### The metal 2 layer, run 1

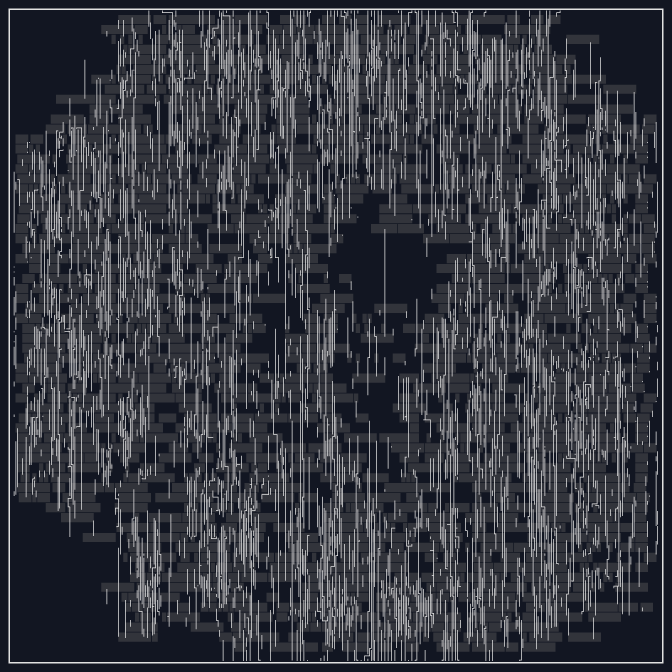
### Placement view, run 1

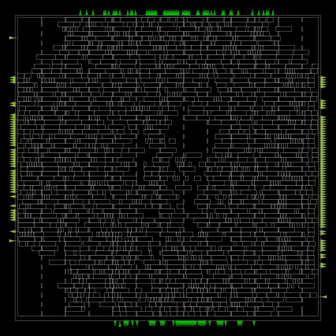
### Cell classes on the final placement, run 1

Scale bar: 50 um.
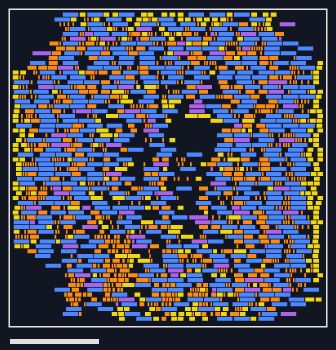
### src/rtl/led_pkg.sv
// Shared types and sizes for the LED serial link receiver.
package led_pkg;
   localparam int NZONE      = 16;
   localparam int CW         = 4;
   localparam int FRAME_BITS = NZONE * 3 * CW;

   typedef struct packed {
      logic [CW-1:0] r;
      logic [CW-1:0] g;
      logic [CW-1:0] b;
   } zone_rgb_t;

   typedef enum logic [1:0] {IDLE, RECV, WAIT_GAP} rx_state_e;
endpackage

### src/rtl/led_rx_sync.sv
// Brings cko/sdo into the clk_fast domain and flags cko rising edges.
module led_rx_sync (
   input  logic clk_fast,
   input  logic rstn,
   input  logic cko_i,
   input  logic sdo_i,
   output logic rise,
   output logic sdo_s
);
   logic [2:0] cko_q;
   logic [1:0] sdo_q;

   // rise and sdo_s are registered together, so sdo_s is the s2 sample
   // taken in the same cycle as the cko edge.
   always_ff @(posedge clk_fast or negedge rstn) begin
      if (!rstn) begin
         cko_q <= '0;
         sdo_q <= '0;
         rise  <= 1'b0;
         sdo_s <= 1'b0;
      end else begin
         cko_q <= {cko_q[1:0], cko_i};
         sdo_q <= {sdo_q[0], sdo_i};
         rise  <= cko_q[1] & ~cko_q[2];
         sdo_s <= sdo_q[1];
      end
   end
endmodule

### src/rtl/led_serial_rx.sv
// LED serial link decoder: rebuilds one frame of NZONE x 12-bit RGB zones from cko/sdo.
module led_serial_rx #(
   parameter int NZONE   = 16,
   parameter int GAP_CYC = 64,
   parameter int CNT_W   = 16
) (
   input  logic                              clk_fast,
   input  logic                              rstn,
   input  logic                              cko_i,
   input  logic                              sdo_i,
   output logic [NZONE-1:0][led_pkg::CW-1:0] mean_r,
   output logic [NZONE-1:0][led_pkg::CW-1:0] mean_g,
   output logic [NZONE-1:0][led_pkg::CW-1:0] mean_b,
   output logic                              frame_valid,
   output logic                              frame_err,
   output logic [CNT_W-1:0]                  frame_cnt
);
   import led_pkg::*;

   localparam int ZW    = 3 * CW;
   localparam int FBITS = NZONE * ZW;
   localparam int BCW   = $clog2(FBITS + 1);
   localparam int GTW   = $clog2(GAP_CYC + 1);

   logic                  rise, sdo_s, gap, ovl_seen;
   rx_state_e             state;
   logic [FBITS-1:0]      shreg;
   logic [BCW-1:0]        bit_cnt;
   logic [GTW-1:0]        gap_tmr;
   zone_rgb_t [NZONE-1:0] zones;

   led_rx_sync u_sync (
      .clk_fast (clk_fast),
      .rstn     (rstn),
      .cko_i    (cko_i),
      .sdo_i    (sdo_i),
      .rise     (rise),
      .sdo_s    (sdo_s)
   );

   // Zone 0 is shifted in first, so it ends up in the top slice.
   assign zones = shreg;
   assign gap   = (gap_tmr == GTW'(GAP_CYC - 1)) & ~rise;

   always_ff @(posedge clk_fast or negedge rstn) begin
      if (!rstn)                           gap_tmr <= '0;
      else if (rise)                       gap_tmr <= '0;
      else if (gap_tmr != GTW'(GAP_CYC))   gap_tmr <= gap_tmr + 1'b1;
   end

   always_ff @(posedge clk_fast or negedge rstn) begin
      if (!rstn) begin
         state       <= IDLE;
         shreg       <= '0;
         bit_cnt     <= '0;
         ovl_seen    <= 1'b0;
         mean_r      <= '0;
         mean_g      <= '0;
         mean_b      <= '0;
         frame_valid <= 1'b0;
         frame_err   <= 1'b0;
         frame_cnt   <= '0;
      end else begin
         frame_valid <= 1'b0;
         frame_err   <= 1'b0;
         case (state)
            IDLE: if (rise) begin
               shreg   <= {shreg[FBITS-2:0], sdo_s};
               bit_cnt <= BCW'(1);
               state   <= RECV;
            end
            RECV: begin
               // A complete frame wins over any later rise or gap.
               if (bit_cnt == BCW'(FBITS)) begin
                  for (int k = 0; k < NZONE; k++) begin
                     mean_r[k] <= zones[NZONE-1-k].r;
                     mean_g[k] <= zones[NZONE-1-k].g;
                     mean_b[k] <= zones[NZONE-1-k].b;
                  end
                  frame_valid <= 1'b1;
                  frame_cnt   <= frame_cnt + 1'b1;
                  ovl_seen    <= 1'b0;
                  state       <= WAIT_GAP;
               end else if (rise) begin
                  shreg   <= {shreg[FBITS-2:0], sdo_s};
                  bit_cnt <= bit_cnt + 1'b1;
               end else if (gap) begin
                  frame_err <= 1'b1;
                  state     <= IDLE;
               end
            end
            WAIT_GAP: begin
               if (gap) begin
                  state <= IDLE;
               end else if (rise && !ovl_seen) begin
                  frame_err <= 1'b1;
                  ovl_seen  <= 1'b1;
               end
            end
            default: state <= IDLE;
         endcase
      end
   end
endmodule

### config.mk
export PLATFORM = sky130hd
export DESIGN_NAME = led_serial_rx
export DESIGN_NICKNAME = d
export VERILOG_FILES = /design/src/rtl/led_pkg.sv /design/src/rtl/led_rx_sync.sv /design/src/rtl/led_serial_rx.sv
export SDC_FILE = /design/constraint.sdc
export NUM_CORES = 1
export LEC_CHECK = 0
export CORE_UTILIZATION = 55
export CTS_CLUSTER_SIZE = 24
export DETAILED_ROUTE_END_ITERATION = 10
export PLACE_DENSITY = 0.79
export SYNTH_ARGS = -nofsm -noshare
export SYNTH_HDL_FRONTEND = slang
export SYNTH_SLANG_ARGS = --single-unit
### constraint.sdc
create_clock -name clk_fast -period 2.2 [get_ports clk_fast]
set_input_delay 0.33 -clock clk_fast [delete_from_list [all_inputs] [get_ports clk_fast]]
set_output_delay 0.33 -clock clk_fast [all_outputs]
set_load 0.02 [all_outputs]
==> Table 3: Implementation characteristics, run 1 <==
Implementation parameters

Parameter                              Value

Pwr
  Clock power share .................. 44.7%
  Sw power .................. 3911 uW
  Fraction of power consumed by combinational cells .................. under 10%
  Sequential power share .................. a little under half

Layout
  Area used by multi-input combinational logic .................. between 5000 and 6000 um2
  Leading cell types in the layout, fill and taps excluded .................. nand2_1, dfrtp_1, clkdlybuf4s50_1

Die
  Die span in y .................. 178.0 um

Critical path
  Capturing point of the worst reg2reg path .................. shreg[159]$_DFFE_PN0P_
  Worst path slowest cell .................. dfrtp_1

Logic synthesis
  Post-synth tally of flip-flops with integrated enable .................. 0
  Gate Count Post-Synth .................. between 1k and 1.5k
  Number of warnings issued by yosys .................. 0

Timing
  Count of final max-slew check failures .................. 0
  Crit path time final .................. approximately 2100 ps

Place
  Cell area after placement .................. 19960 um2

Status
  Result of the run .................. complete, no violations

Route
  Number of nets with antenna violations after routing .................. 0

Hold path
  Worst hold stages .................. 1

Clock tree
  Root buffer cell .................. clkbuf_16

Global route
  GRT met3 Usage .................. around 4.6%
Back to the opening pictures, 'The metal 2 layer':
longest straight run: 70.9 um
main direction: vertical
wire length on this layer: 17100 um
global-route met2 utilization: 37.74%
vias post-DR: 10.80k
Total Routed Length: 35.52 mm

Back to the opening pictures, 'Placement view':
final cell count without fillers: 2079
Fillers: 1998
core area: 30510 um2
Taps Inserted: 396

Back to the opening pictures, 'Cell classes on the final placement':
legend:
  blue:
    class: flip-flops
    cells: 427
  yellow:
    class: other buffers and delay cells
    cells: 263
  purple:
    class: clock drivers and dummy loads
    cells: 79
  orange:
    class: all other logic
    cells: 914
utilization after layout: 70.52%
Layout Cell Area excl Fill: 21520 um2

## run 1: power groups by stage
stage	Sequential (uW)	Clock [uW]	Combinational [uW]
final	8270	7780	1370
after global routing	8290	8220	1500
after CTS	8270	7910	1390
after detailed placement	8410	0	1380
after global placement	8390	0	1330
after floorplan	8320	0	993
## run 1: worst max-delay path, delay by kind of cell, from the launching register on
kind / cells / cell delay, ps
muxes: 1 / 320
buffers and inverters: 3 / 540
AOI/OAI and AO/OA: 1 / 220
and+or+nand+nor: 1 / 250
DFF: 1 / 400
adders and majority gates: 1 / 260
## run 1: sequential cells by signal, indices dropped and copies added, names as in the netlist, 2 cells and up
name	cells
state	2
bit_cnt	8
gap_tmr	7
frame_cnt	16
u_sync.cko_q	3
u_sync.sdo_q	2
mean_r	64
mean_b	64
shreg	192
mean_g	64
### Gate families picked out, run 1

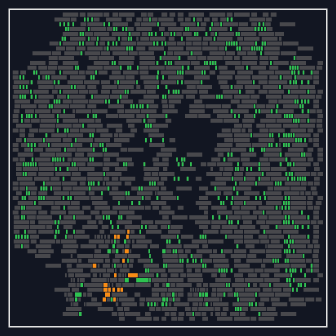

==> run 2, diff against run 1 <==
--- a/config.mk
+++ b/config.mk
@@ -5,10 +5,13 @@
 export SDC_FILE = /design/constraint.sdc
 export NUM_CORES = 1
 export LEC_CHECK = 0
-export CORE_UTILIZATION = 55
+export CAP_MARGIN = 20
+export CELL_PAD_IN_SITES_DETAIL_PLACEMENT = 1
+export CELL_PAD_IN_SITES_GLOBAL_PLACEMENT = 1
+export CORE_UTILIZATION = 45
 export CTS_CLUSTER_SIZE = 24
 export DETAILED_ROUTE_END_ITERATION = 10
-export PLACE_DENSITY = 0.79
+export PLACE_DENSITY_LB_ADDON = 0.1
 export SYNTH_ARGS = -nofsm -noshare
 export SYNTH_HDL_FRONTEND = slang
 export SYNTH_SLANG_ARGS = --single-unit
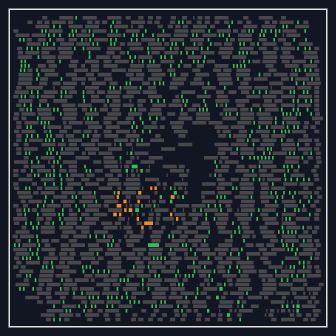
*Gate families picked out, run 2*
legend:
  orange:
    family: inverting AOI/OAI gates
    cells: 18
  green:
    family: NAND gates
    cells: 607
    most_used: nand2_1
    where: all over the die

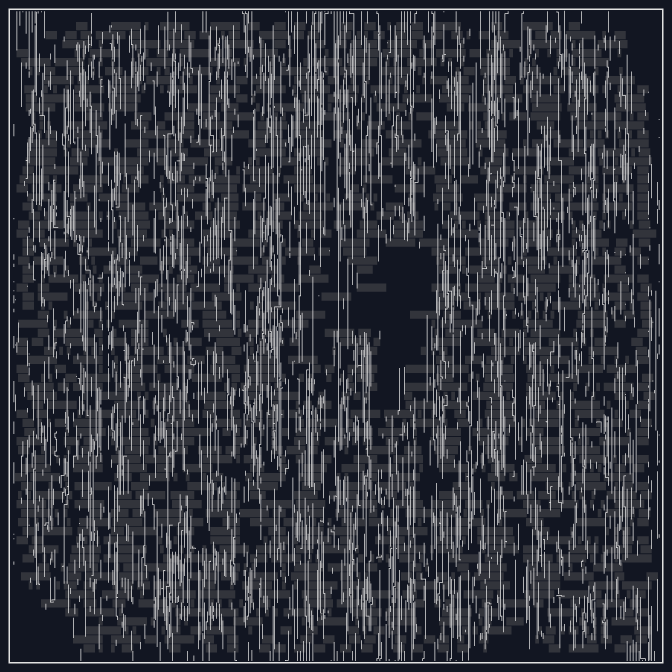
*The metal 2 layer, run 2*
wire length on this layer: 19200 um
longest straight run: 76.8 um
main direction: vertical
share of all routed wire: 48%
nets with wire on the layer: 1479
vias post-DR: 10.83k
Total Routed Length: 39.63 mm
global-route met2 utilization: 35.32%

==> Table 3: Implementation characteristics, run 2 <==
Implementation parameters

Parameter                              Value

Timing
  Crit path time final .................. 2099 ps (-6.556 ps)
  Count of final max-slew check failures .................. 0 (unchanged)

Die
  Taps Inserted .................. 504 (+27%)
  Die span in y .................. 196.6 um (+10%)
  Core area .................. 36960 um2 (+21%)

Clock tree
  Root buffer cell .................. clkbuf_16
  Insertion Delay late pin .................. 530 ps

Critical path
  Worst path slowest cell .................. dfrtp_1
  Crit path largest cell delay .................. about 400 ps
  Worst R2R Start .................. bit_cnt[0]$_DFFE_PN0P_
  Cell type group with the largest total delay on the critical path .................. buffers and inverters
  Endpoint required time on the critical path .................. roughly 2600 ps
  Crit. path cell count .................. 7 (unchanged)
  Buffers and inverters on the worst path .................. 3 (unchanged)

Layout
  Leading cell types in the layout, fill and taps excluded .................. nand2_1, dfrtp_1, clkdlybuf4s50_1
  Final cell count without fillers .................. 2194 (+5.5%)
  Flop area .................. approximately 11000 um2
  Fillers .................. 3790 (+90%)
  Area used by multi-input combinational logic .................. 5897 um2 (about the same)
  Utilization after layout .................. 58.52% (-12 points)
  Layout Cell Area excl Fill .................. 21630 um2 (+0.53%)
  Number of flip-flops in the largest register .................. 192 (unchanged)
  Register name with the most flops .................. shreg

Route
  Average detailed-routed wire length per instance .................. between 15 and 20 um

Logic synthesis
  Number of warnings issued by yosys .................. 0 (unchanged)
  Gate Count Post-Synth .................. 1410 (unchanged)
  Post-synth tally of flip-flops with integrated enable .................. 0 (unchanged)

Place
  Cell area after placement .................. 20090 um2 (+0.68%)

Status
  Result of the run .................. complete, no violations

Hold path
  Worst hold stages .................. 1 (unchanged)
[run 2: routing by layer]
| layer | vias to the layer above | global-route usage (%) |
|---|---|---|
| met2 | 191 | 35.32 |
| met1 | 5570 | 30.12 |
| met4 | 0 | 5.139 |
| met3 | 52 | 3.114 |
| li1 | 5013 | - |
| met5 | - | 0 |
[run 2: cells by family after synthesis]
group                      after synthesis  share of synthesized area (%)
AOI/OAI and AO/OA                       19                         0.6826
xor gates and xnor gates                24                          1.233
adders and majority gates                9                         0.6607
buffers and inverters                   79                          2.907
DFF                                    427                          62.69
muxes                                  196                          16.65
and+or+nand+nor                        656                          15.18
[run 2: report_power, final]
part           internal (uW)  total [uW]  switching [uW]
sequential              8060        8260             202
clock                   4770        7800            3030
combinational            658        1430             773
total                  13500       17500            4000
### Clock wires, drivers and flops, run 2

Scale bar: 50 um.
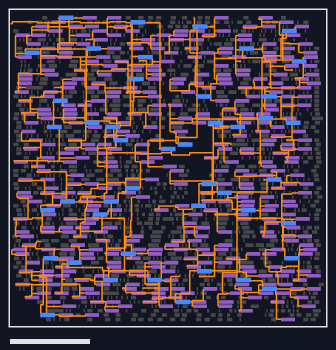

==> run 3, diff against run 2 <==
--- a/config.mk
+++ b/config.mk
@@ -8,10 +8,12 @@
 export CAP_MARGIN = 20
 export CELL_PAD_IN_SITES_DETAIL_PLACEMENT = 1
 export CELL_PAD_IN_SITES_GLOBAL_PLACEMENT = 1
-export CORE_UTILIZATION = 45
+export CORE_UTILIZATION = 40
 export CTS_CLUSTER_SIZE = 24
 export DETAILED_ROUTE_END_ITERATION = 10
+export GPL_ROUTABILITY_DRIVEN = 0
 export PLACE_DENSITY_LB_ADDON = 0.1
+export SLEW_MARGIN = 25
 export SYNTH_ARGS = -nofsm -noshare
 export SYNTH_HDL_FRONTEND = slang
 export SYNTH_SLANG_ARGS = --single-unit
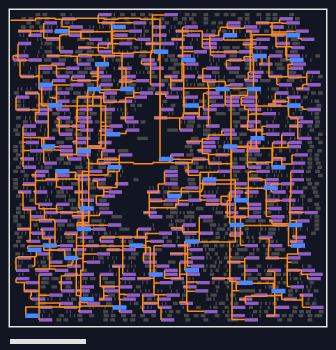
*Clock wires, drivers and flops, run 3*
Scale bar: 50 um.
legend:
  purple:
    item: flip-flops
    count: 427
  blue:
    item: cells driving clock nets
    count: 47
  orange:
    item: clock wires
    length: 5660 um
flops lie: all over the die
routed clock nets: 48
clock power share: 44.7%
worst clock skew: 8.646 ps
Insertion Delay late pin: 560 ps
clock distribution power: 7870 uW

==> Table 3: Implementation characteristics, run 3 <==
Implementation parameters

Parameter                              Value

Status
  Result of the run .................. complete, no violations

Die
  Core area .................. 41950 um2 (+13%)
  Die span in y .................. 208.4 um (+6.0%)

Place
  Cell area after placement .................. 20260 um2 (+0.85%)

Critical path
  Crit. path cell count .................. 7 (unchanged)
  Crit path largest cell delay .................. 420 ps (about the same)
  Cell type group with the largest total delay on the critical path .................. buffers and inverters

Pwr
  Power group with the highest consumption .................. sequential cells
  Power dissipated in sequential cells .................. 8250 uW (about the same)
  Internal power .................. 13520 uW (+0.18%)
  Power dissipated in combinational cells .................. 1470 uW (+3%)

Layout
  Flop area .................. 10690 um2 (unchanged)
  Utilization after layout .................. 52.10% (-6.4 points)
  Number of flip-flops in the largest register .................. 192 (unchanged)
  Area used by multi-input combinational logic .................. 5894 um2 (about the same)

Logic synthesis
  Post-synth tally of flip-flops with integrated enable .................. 0 (unchanged)
  Number of warnings issued by yosys .................. 0 (unchanged)
  Gate Count Post-Synth .................. 1410 (unchanged)

Timing
  Count of final max-slew check failures .................. 0 (unchanged)

Route
  Total Routed Length .................. 39.24 mm (-0.99%)
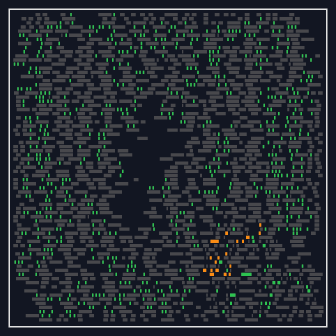
*Gate families picked out, run 3*
legend:
  green:
    family: NAND gates
    cells: 607
    most_used: nand2_1
    where: all over the die
  orange:
    family: inverting AOI/OAI gates
    cells: 18
Commonest Layout Cell: nand2_1
final cell count without fillers: 2241
Comb area share: 26.97%

==> run 3: area by class of cell <==
class | instances | area share (%)
clock buffer | 78 | 6.888
clock inverter | 8 | 0.3264
inverter | 10 | 0.1718
multi-input combinational | 904 | 26.97
sequential | 427 | 48.90
tap | 539 | 3.086
timing repair buffer | 275 | 13.66
==> run 3: cell families (layout without fill, tap and decap cells) <==
| logic type | Yosys count | after routing | synth area share [%] |
|---|---|---|---|
| buffers and inverters | 79 | 371 | 2.907 |
| adders and majority gates | 9 | 9 | 0.6607 |
| xor gates and xnor gates | 24 | 24 | 1.233 |
| muxes | 196 | 196 | 16.65 |
| DFF | 427 | 427 | 62.69 |
| AOI/OAI and AO/OA | 19 | 19 | 0.6826 |
| and+or+nand+nor | 656 | 656 | 15.18 |
No activity file was given, so power comes from the tool's default toggle rates.
